$ cat config.mk
export PLATFORM = sky130hd
export DESIGN_NAME = logic_gates
export DESIGN_NICKNAME = d
export VERILOG_FILES = /design/src/rtl/logic_gates.sv
export SDC_FILE = /design/constraint.sdc
export NUM_CORES = 1
export LEC_CHECK = 0
export ABC_AREA = 1
export CAP_MARGIN = 20
export CORE_MARGIN = 3
export CORE_UTILIZATION = 35
export CTS_CLUSTER_DIAMETER = 30
export DETAILED_ROUTE_END_ITERATION = 16
export MAX_ROUTING_LAYER = met4
export PLACE_DENSITY_LB_ADDON = 0.12
export SYNTH_ARGS = -nofsm -noshare
export SYNTH_HDL_FRONTEND = slang
export SYNTH_SLANG_ARGS = --single-unit
export TNS_END_PERCENT = 100
$ cat constraint.sdc
create_clock -name clk -period 1.04 [get_ports clk]
set_input_delay 0.312 -clock clk [delete_from_list [all_inputs] [get_ports clk]]
set_output_delay 0.312 -clock clk [all_outputs]
set_load 0.01 [all_outputs]
$ cat src/rtl/logic_gates.sv
// Two-input gate bank with a registered copy of the gate vector and sticky
// coverage of the four {A,B} input combinations.
module logic_gates #(
    parameter bit COV_AUTO_CLR = 1'b0
) (
    input  logic       clk,
    input  logic       rst_n,
    input  logic       A,
    input  logic       B,
    input  logic       cov_clr,
    output logic       Buf,
    output logic       Not,
    output logic       And,
    output logic       Nand,
    output logic       Or,
    output logic       Nor,
    output logic       Xor,
    output logic       Xnor,
    output logic [7:0] gates_q,
    output logic [3:0] cov,
    output logic       cov_done
);

    logic [7:0] gates_p0;
    logic [3:0] cov_p0;
    logic       done_p0;
    logic       ab_known;
    logic       cov_wipe;

    assign Buf  = A;
    assign Not  = ~A;
    assign And  = A & B;
    assign Nand = ~(A & B);
    assign Or   = A | B;
    assign Nor  = ~(A | B);
    assign Xor  = A ^ B;
    assign Xnor = ~(A ^ B);

    assign gates_p0 = {Xnor, Xor, Nor, Or, Nand, And, Not, Buf};

    // An unknown operand must never mark a combination as seen.
    assign ab_known = ((A ^ B) === 1'b0) || ((A ^ B) === 1'b1);
    assign cov_wipe = cov_clr || (COV_AUTO_CLR && cov_done);

    always_comb begin
        cov_p0 = cov;
        if (cov_wipe) begin
            cov_p0 = 4'h0;
        end else if (ab_known) begin
            cov_p0[{A, B}] = 1'b1;
        end
    end

    assign done_p0 = (cov_p0 == 4'hF);

    // Stage p0 -> registered outputs
    always_ff @(posedge clk or negedge rst_n) begin
        if (!rst_n) begin
            gates_q  <= 8'h00;
            cov      <= 4'h0;
            cov_done <= 1'b0;
        end else begin
            gates_q  <= gates_p0;
            cov      <= cov_p0;
            cov_done <= done_p0;
        end
    end

endmodule

run_1/ff_map.png
The bar under the picture is 10 um long. Other sequential cells in the stronger gray, the rest of the logic in the fainter gray.
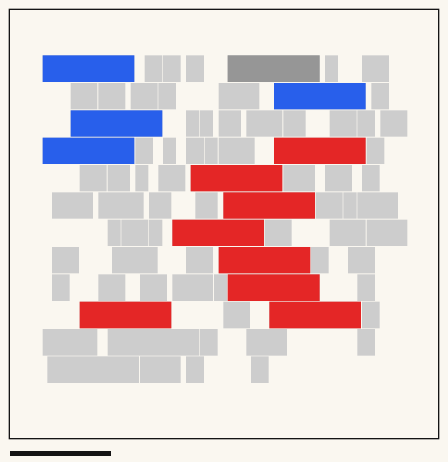
[red] gates_q | flops: 8
[blue] cov | flops: 4
not colored: 1

run_1/floorplan.png
The bar under the picture is 10 um long. Pins as bars on the die edge. Tap cells in gray.
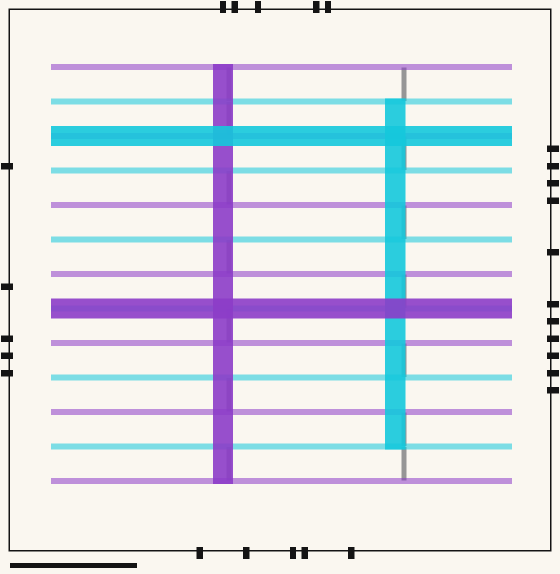
[cyan] VDD
[purple] VSS
met5 straps: 2
met4 straps: 2
tap cells: 14
rows: 12
signal pins: 26

run_1/util_map.png
The bar under the picture is 10 um long. The die is cut into 9 by 9 equal tiles; white is low, dark blue is high, 0 to 100% covered.
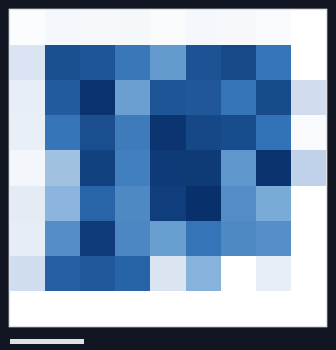
mean over tiles: 46%
tiles over 75% full: 30%
densest ninth of the die: center

run 1: metrics by stage:
stage          cell area, um^2   util  total power [mW]  hold WS (ns)  TNS [ns]
2_1_floorplan              484      -             0.637        0.0164   -0.0793
5_1_grt                    845  0.712              1.16         0.260     -2.25
3_3_place_gp               790  0.666             0.785         0.521    -13.71
4_1_cts                    762  0.642              1.08         0.245     -1.67
6_report                   845  0.712              1.10         0.270     -1.55
3_5_place_dp               790  0.666             0.789         0.543    -13.97
run 1: worst max-delay path by stage:
stage	startpoint	endpoint	slack (ns)	depth (start not counted)
CTS	A	Xnor	-0.18	5
global placement	A	Xor	-1.05	4
global route	A	Xnor	-0.21	5
finish	A	Xnor	-0.18	5
detailed placement	A	Xor	-1.06	4
floorplan	A	Xnor	-0.06	3
run 1: report_power, final:
part	switching [mW]	total (mW)	internal [mW]
clock network	0.168	0.310	0.143
logic	0.115	0.244	0.129
registers	0.00909	0.544	0.535
run 1: sequential cells by signal (all words and copies together) (netlist names):
signal    count
cov_done      1
cov           4
gates_q       8
run 1: cells in the mapped netlist, drive strengths merged:
master,n
nor2,3
a21oi,3
nand3,1
buf,1
inv,10
dfrtp,13
nand2,3
ha,4
run 1: layout make-up:
type | instances | area [um^2] | share of cell area
multi-input combinational | 14 | 134 | 0.159
clock inverter | 1 | 5.00 | 0.00593
timing repair buffer | 39 | 294 | 0.348
inverter | 10 | 46.3 | 0.0548
sequential | 13 | 325 | 0.385
clock buffer | 3 | 22.5 | 0.0267
tap | 14 | 17.5 | 0.0207
run 1: kinds of logic after synthesis:
kind of cell	synth area share
AOI/OAI and AO/OA	0.0321
adders and majority gates	0.107
buffers and inverters	0.0963
DFF	0.695
and+or+nand+nor	0.0695
==> run_results.csv, run 1 <==
group,metric,value,unit
clock_network,htree_levels,1,
worst_hold_path,hold_depth,2,
sta,rsz0062_at_grt,"yes",
die,fp.dieH,42.6,um
placement,gp_congestion,0.821,
setup_path,reg2reg_from,"cov[0]",
logic_synthesis,ys_area,468,um^2
pwr,cellPowerDensity,1300,nW/um^2
setup_path,cp.required,0.73,ns
setup_path,start_kind,"input pin",
flow_run,maxCapViolCount,0,
placement,dp_hpwl,728,um
global_route,grt_pass1_wl,1720,um
sta,relSlewSlack,0.869,
layout,layout_top_cell,"buf_2",
global_route,grt_max_degree,14,
clock_network,holdBufCountCts,0,
sta,setup_violations,21,
global_route,grtUsageMet3,0.0601,
sta,fin_worst_skew,0.000274,ns
placement,place_ws,-1.06,ns
global_route,antenna_found_initial,0,
logic_synthesis,area_leaders,"dfrtp_1 70%, ha_1 11%, inv_1 5.6%",
setup_path,r2r-end,"cov_done",
global_route,gr-usage-met2,0.195,
run_status,violations,"setup timing",
logic_synthesis,synth_seq_share,0.695,
setup_path,path_cells,"buf_8, clkinvlp_4, ha_4, inv_2, buf_6",
logic_synthesis,ys_warn_count,0,
layout,antenna_cells,0,
layout,layout_top_cells,"15 x buf_2, 14 x buf_4, 13 x dfrtp_1, 7 x buf_6, 4 x inv_1",
die,chipArea,1810,um^2
logic_synthesis,synth_cell_type_count,10,
clock_network,cts_tree,"done",
clock_network,post-cts-setup-buffer-count,3,
setup_path,worstPathArrival,0.91,ns
die,io_pins,26,
layout,finalNetCount,90,
routing,wl_per_cell,11.3,um
worst_hold_path,min_path_type,"in2reg",
routing,drc_errors,0,
pwr,ir_worst_vdd,0.874,mV
logic_synthesis,syn_area_per_cell,12.3,um^2
routing,met2_wirelength,520,um
layout,drive_above_1_share,0.675,
sta,finalCriticalPeriod,1.22,ns
setup_path,rrSetupSlack,0.08,ns
clock_network,cts_buffers,3,
setup_path,critPathSlowestCell,"ha_4",
routing,wl_met3,111,um
routing,vias,395,
logic_synthesis,ys_seq_elements,13,
sta,fin_ws,-0.184,ns
logic_synthesis,netlist_area,468,um^2
pwr,p_leak,0.449,nW
routing,wl_met1,429,um
logic_synthesis,synth.largest_area_cell,"dfrtp_1",
global_route,gr-total-overflow,0,
layout,final_cells,94,
worst_hold_path,worstHoldStart,"A",
setup_path,crit_type,"in2out",
global_route,met1_usage,0.154,
routing,ant_nets,0,
routing,firstDrtPassIters,2,
clock_network,ctsLongestPathBuffers,2,
routing,drtIter0Drc,5,
sta,hold_viol,0,
routing,totalWireLength,1070,um
die,die_width,42.6,um
setup_path,worstPathMaxFanout,3,
clock_network,cts_root_buffer,"clkbuf_4",
sta,timing.fmax,817,MHz
layout,fillCellCount,104,
global_route,grt_pass1_vias,392,
run_status,run_status,"complete, but fails checks",
logic_synthesis,syn_inst,38,
clock_network,cts_resized,101,
die,initial_core_util,0.395,
routing,vias_per_cell,4.20,
global_route,track_usage,0.135,
worst_hold_path,whs_endpoint,"gates_q[0]",
die,rows,12,
logic_synthesis,synth_nets,47,
flow_run,warning_count,32,
die,fp.coreArea,1190,um^2
clock_network,path_clk_slew,0.08,ns
routing,top_layer,"met4",
placement,io_buffer_count,25,
setup_path,cp.buffers_inverters,4,
clock_network,clkLatencyLatePin,0.27,ns
placement,dp.cells,82,
sta,fin_crit_sh,1.18,
layout,syn2layout_area_growth,80.5,%
global_route,busiest_layer,"met2",
setup_path,rr_worst_depth,6,
logic_synthesis,top_area_frac,0.695,
setup_path,critPathTopFamily,"buffers and inverters",
setup_path,endpoint_kind,"output pin",
setup_path,max_stage_delay,0.29,ns
logic_synthesis,ys_cells,38,
sta,finalMaxSlewViolations,0,
clock_network,clock_sinks,13,
sta,worst_slew_pin_slew,0.196,ns
==> run 1 -> run 2 <==
--- a/config.mk
+++ b/config.mk
@@ -7,10 +7,10 @@
 export LEC_CHECK = 0
 export ABC_AREA = 1
 export CAP_MARGIN = 20
-export CORE_MARGIN = 3
 export CORE_UTILIZATION = 35
 export CTS_CLUSTER_DIAMETER = 30
 export DETAILED_ROUTE_END_ITERATION = 16
+export HOLD_SLACK_MARGIN = 0.15
 export MAX_ROUTING_LAYER = met4
 export PLACE_DENSITY_LB_ADDON = 0.12
 export SYNTH_ARGS = -nofsm -noshare
run_2/port_trees.png
The bar under the picture is 10 um long.
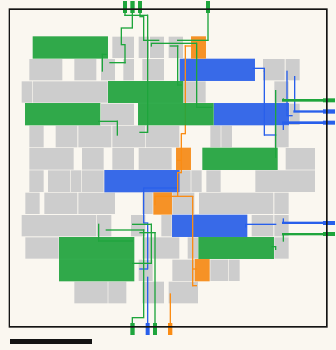
[blue] cov | bits: 4 | direction: output | end cells: 4 | wire: 60.7 um
[orange] cov_clr | bits: 1 | direction: input | end cells: 4 | wire: 41.6 um
[green] gates_q | bits: 8 | direction: output | end cells: 8 | wire: 135 um
num ports: 26
Buffers on Ports: 25

run_2/floorplan.png
The bar under the picture is 10 um long. Pins as bars on the die edge. Tap cells in gray.
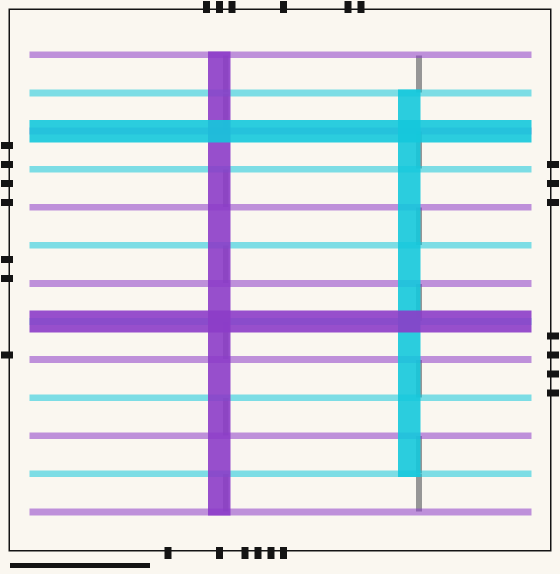
[purple] VSS
[cyan] VDD
signal pins: 26
met4 straps: 2
met5 straps: 2
tap cells: 14
met1 rails: 13

run_2/placed.png
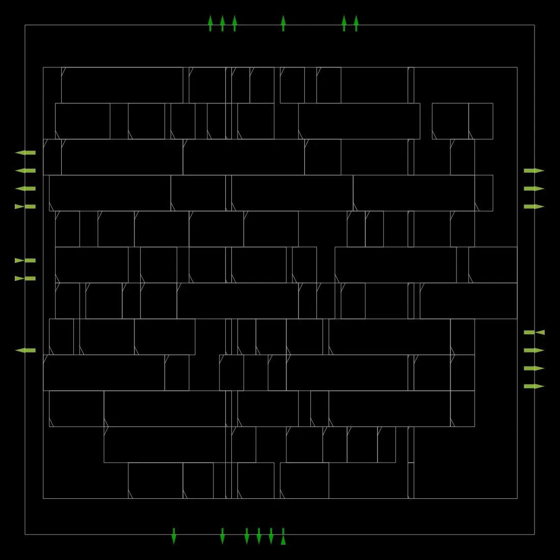
Placeable Area: 1170 um^2
FFs & Latches: 13
num rows: 12

==> run_results.csv, run 2 <==
group,metric,value,unit
global_route,gr-total-overflow,0,
logic_synthesis,ff_type,"dfrtp_1",
setup_path,crit_type,"in2out",
routing,firstDrtPassIters,2,
routing,ant_nets,0,
placement,placed_area,817,um^2
die,fp.dieH,38.6,um
setup_path,critPathTopFamily,"buffers and inverters",
layout,postLayoutCoreUtil,0.719,
sta,fin_crit_sh,1.17,
sta,finalMaxSlewViolations,0,
die,chipArea,1490,um^2
setup_path,start_kind,"input pin",
placement,place_ws,-1.06,ns
sta,totalNegativeSetupSlack,-1.35,ns
routing,vias,394,
routing,drc_errors,0,
placement,dp_hpwl,732,um
global_route,antenna_found_initial,0,
setup_path,critPathSlowestCell,"ha_4",
sta,finalCriticalPeriod,1.21,ns
global_route,grt_pass1_wl,1470,um
setup_path,worstPathMaxFanout,3,
clock_network,clkLatencyLatePin,0.27,ns
layout,top_register,"gates_q",
sta,fin_hold_ws,0.278,ns
pwr,swShare,0.252,
layout,final_cells,93,
logic_synthesis,top_area_frac,0.695,
sta,worst_slew_pin_slew,0.183,ns
placement,dp.cells,84,
clock_network,ctsLongestPathBuffers,2,
routing,vias_per_cell,4.24,
global_route,track_usage,0.154,
flow_run,maxCapViolCount,0,
sta,fin_worst_skew,0.00581,ns
pwr,pwr-share-comb,0.222,
setup_path,endpoint_kind,"output pin",
sta,fin_ws,-0.172,ns
logic_synthesis,ys_cells,38,
sta,rsz0062_at_grt,"yes",
clock_network,clock_sinks,13,
logic_synthesis,synth_nets,47,
flow_run,warning_count,32,
logic_synthesis,top_cell,"dfrtp_1",
layout,antenna_cells,0,
logic_synthesis,ys_area,468,um^2
setup_path,cp.required,0.73,ns
pwr,power.internal,0.814,mW
logic_synthesis,area_leaders,"dfrtp_1 70%, ha_1 11%, inv_1 5.6%",
pwr,p_leak,0.447,nW
worst_hold_path,min_path_type,"in2reg",
pwr,power,1.09,mW
layout,layout_top_cells,"15 x buf_2, 13 x dfrtp_1, 10 x buf_4, 9 x buf_6",
run_status,run_status,"complete, but fails checks",
setup_path,max_stage_delay,0.28,ns
pwr,switchingPower,0.275,mW
pwr,p_seq_frac,0.500,
layout,drive_above_1_share,0.620,
routing,wl_per_cell,10.9,um
sta,hold_viol,0,
logic_synthesis,syn_inst,38,
layout,reg_top3,"gates_q (8), cov (4), cov_done (1)",
sta,setup_violations,20,
layout,stdcell_area,842,um^2
sta,timing.fmax,825,MHz
global_route,grt_pass1_vias,365,
layout,syn2layout_area_growth,79.9,%
logic_synthesis,ys_top_cells_by_count,"13 x dfrtp_1, 7 x inv_1, 4 x ha_1",
logic_synthesis,synth_cell_type_count,10,
layout,finalNetCount,89,
die,die_width,38.6,um
clock_network,cts_root_buffer,"clkbuf_4",
routing,totalWireLength,1010,um
layout,layout_top_cell,"buf_2",
logic_synthesis,netlist_area,468,um^2
pwr,pwr-share-clk,0.278,
logic_synthesis,synth-edff-count,0,
logic_synthesis,synth_seq_share,0.695,
routing,drtIter0Drc,2,
die,initial_core_util,0.400,
clock_network,path_clk_slew,0.07,ns
logic_synthesis,synth.largest_area_cell,"dfrtp_1",
logic_synthesis,ys_warn_count,0,
setup_path,path_cells,"buf_8, clkinvlp_4, ha_4, inv_2, buf_6",
run_status,violations,"setup timing",
logic_synthesis,async_flop_share,1.00,
sta,relSlewSlack,0.878,
layout,largest_reg_flops,8,
clock_network,cts_tree,"done",
pwr,cellPowerDensity,1290,nW/um^2
clock_network,cts_buffers,3,
[run 2: routing by layer]
metal | GRT usage | up-vias | part of all wire
met1 | 0.156 | 185 | 0.35
met4 | 0.0776 | 0 | 0.0040
met2 | 0.275 | 16 | 0.58
met3 | 0.0349 | 2 | 0.067
li1 | - | 191 | -
met5 | - | - | 0
[run 2: logic make-up (layout without fill, tap and decap cells)]
family / after synthesis / after routing / share of synthesized area
AND-OR/OR-AND: 3 / 3 / 0.0321
flip-flops: 13 / 13 / 0.695
AND/OR/NAND/NOR: 7 / 7 / 0.0695
buffers and inverters: 11 / 52 / 0.0963
adder cells (fa/ha/maj): 4 / 4 / 0.107
[run 2: worst paths after layout]
check,startpoint,endpoint,slack (ns),cells past startpoint
setup / recovery,A,Xnor,-0.17,5
min in group asynchronous,rst_n,gates_q[1],0.36,2
max in group asynchronous,rst_n,cov[2],0.56,2
hold reg to reg,cov[2],cov[2],0.56,2
setup reg to reg,cov[1],cov_done,0.20,5
hold / removal,A,gates_q[0],0.28,2
[run 2: final cells by class]
cell class / instances / area (um^2)
Tap cell: 14 / 17.5
Sequential cell: 13 / 325
Clock buffer: 4 / 26.3
Fill cell: 96 / 329
Timing Repair Buffer: 38 / 307
Multi-Input combinational cell: 14 / 123
Inverter: 10 / 43.8
[run 2: power groups by stage]
stage / Sequential [mW] / Combinational (mW) / Clock [mW]
2_1_floorplan: 0.572 / 0.0646 / 0
3_3_place_gp: 0.555 / 0.239 / 0
3_5_place_dp: 0.556 / 0.244 / 0
4_1_cts: 0.544 / 0.233 / 0.315
5_1_grt: 0.547 / 0.260 / 0.339
6_report: 0.545 / 0.242 / 0.303
[run 2: repair_timing]
action / 4_1_cts / 5_1_grt
setup endpoints to repair: 29 / 20
resized: 105 / 3
buffers inserted: 4 / 1
pin swaps: 1 / 2
No activity file was given, so power comes from the tool's default toggle rates.
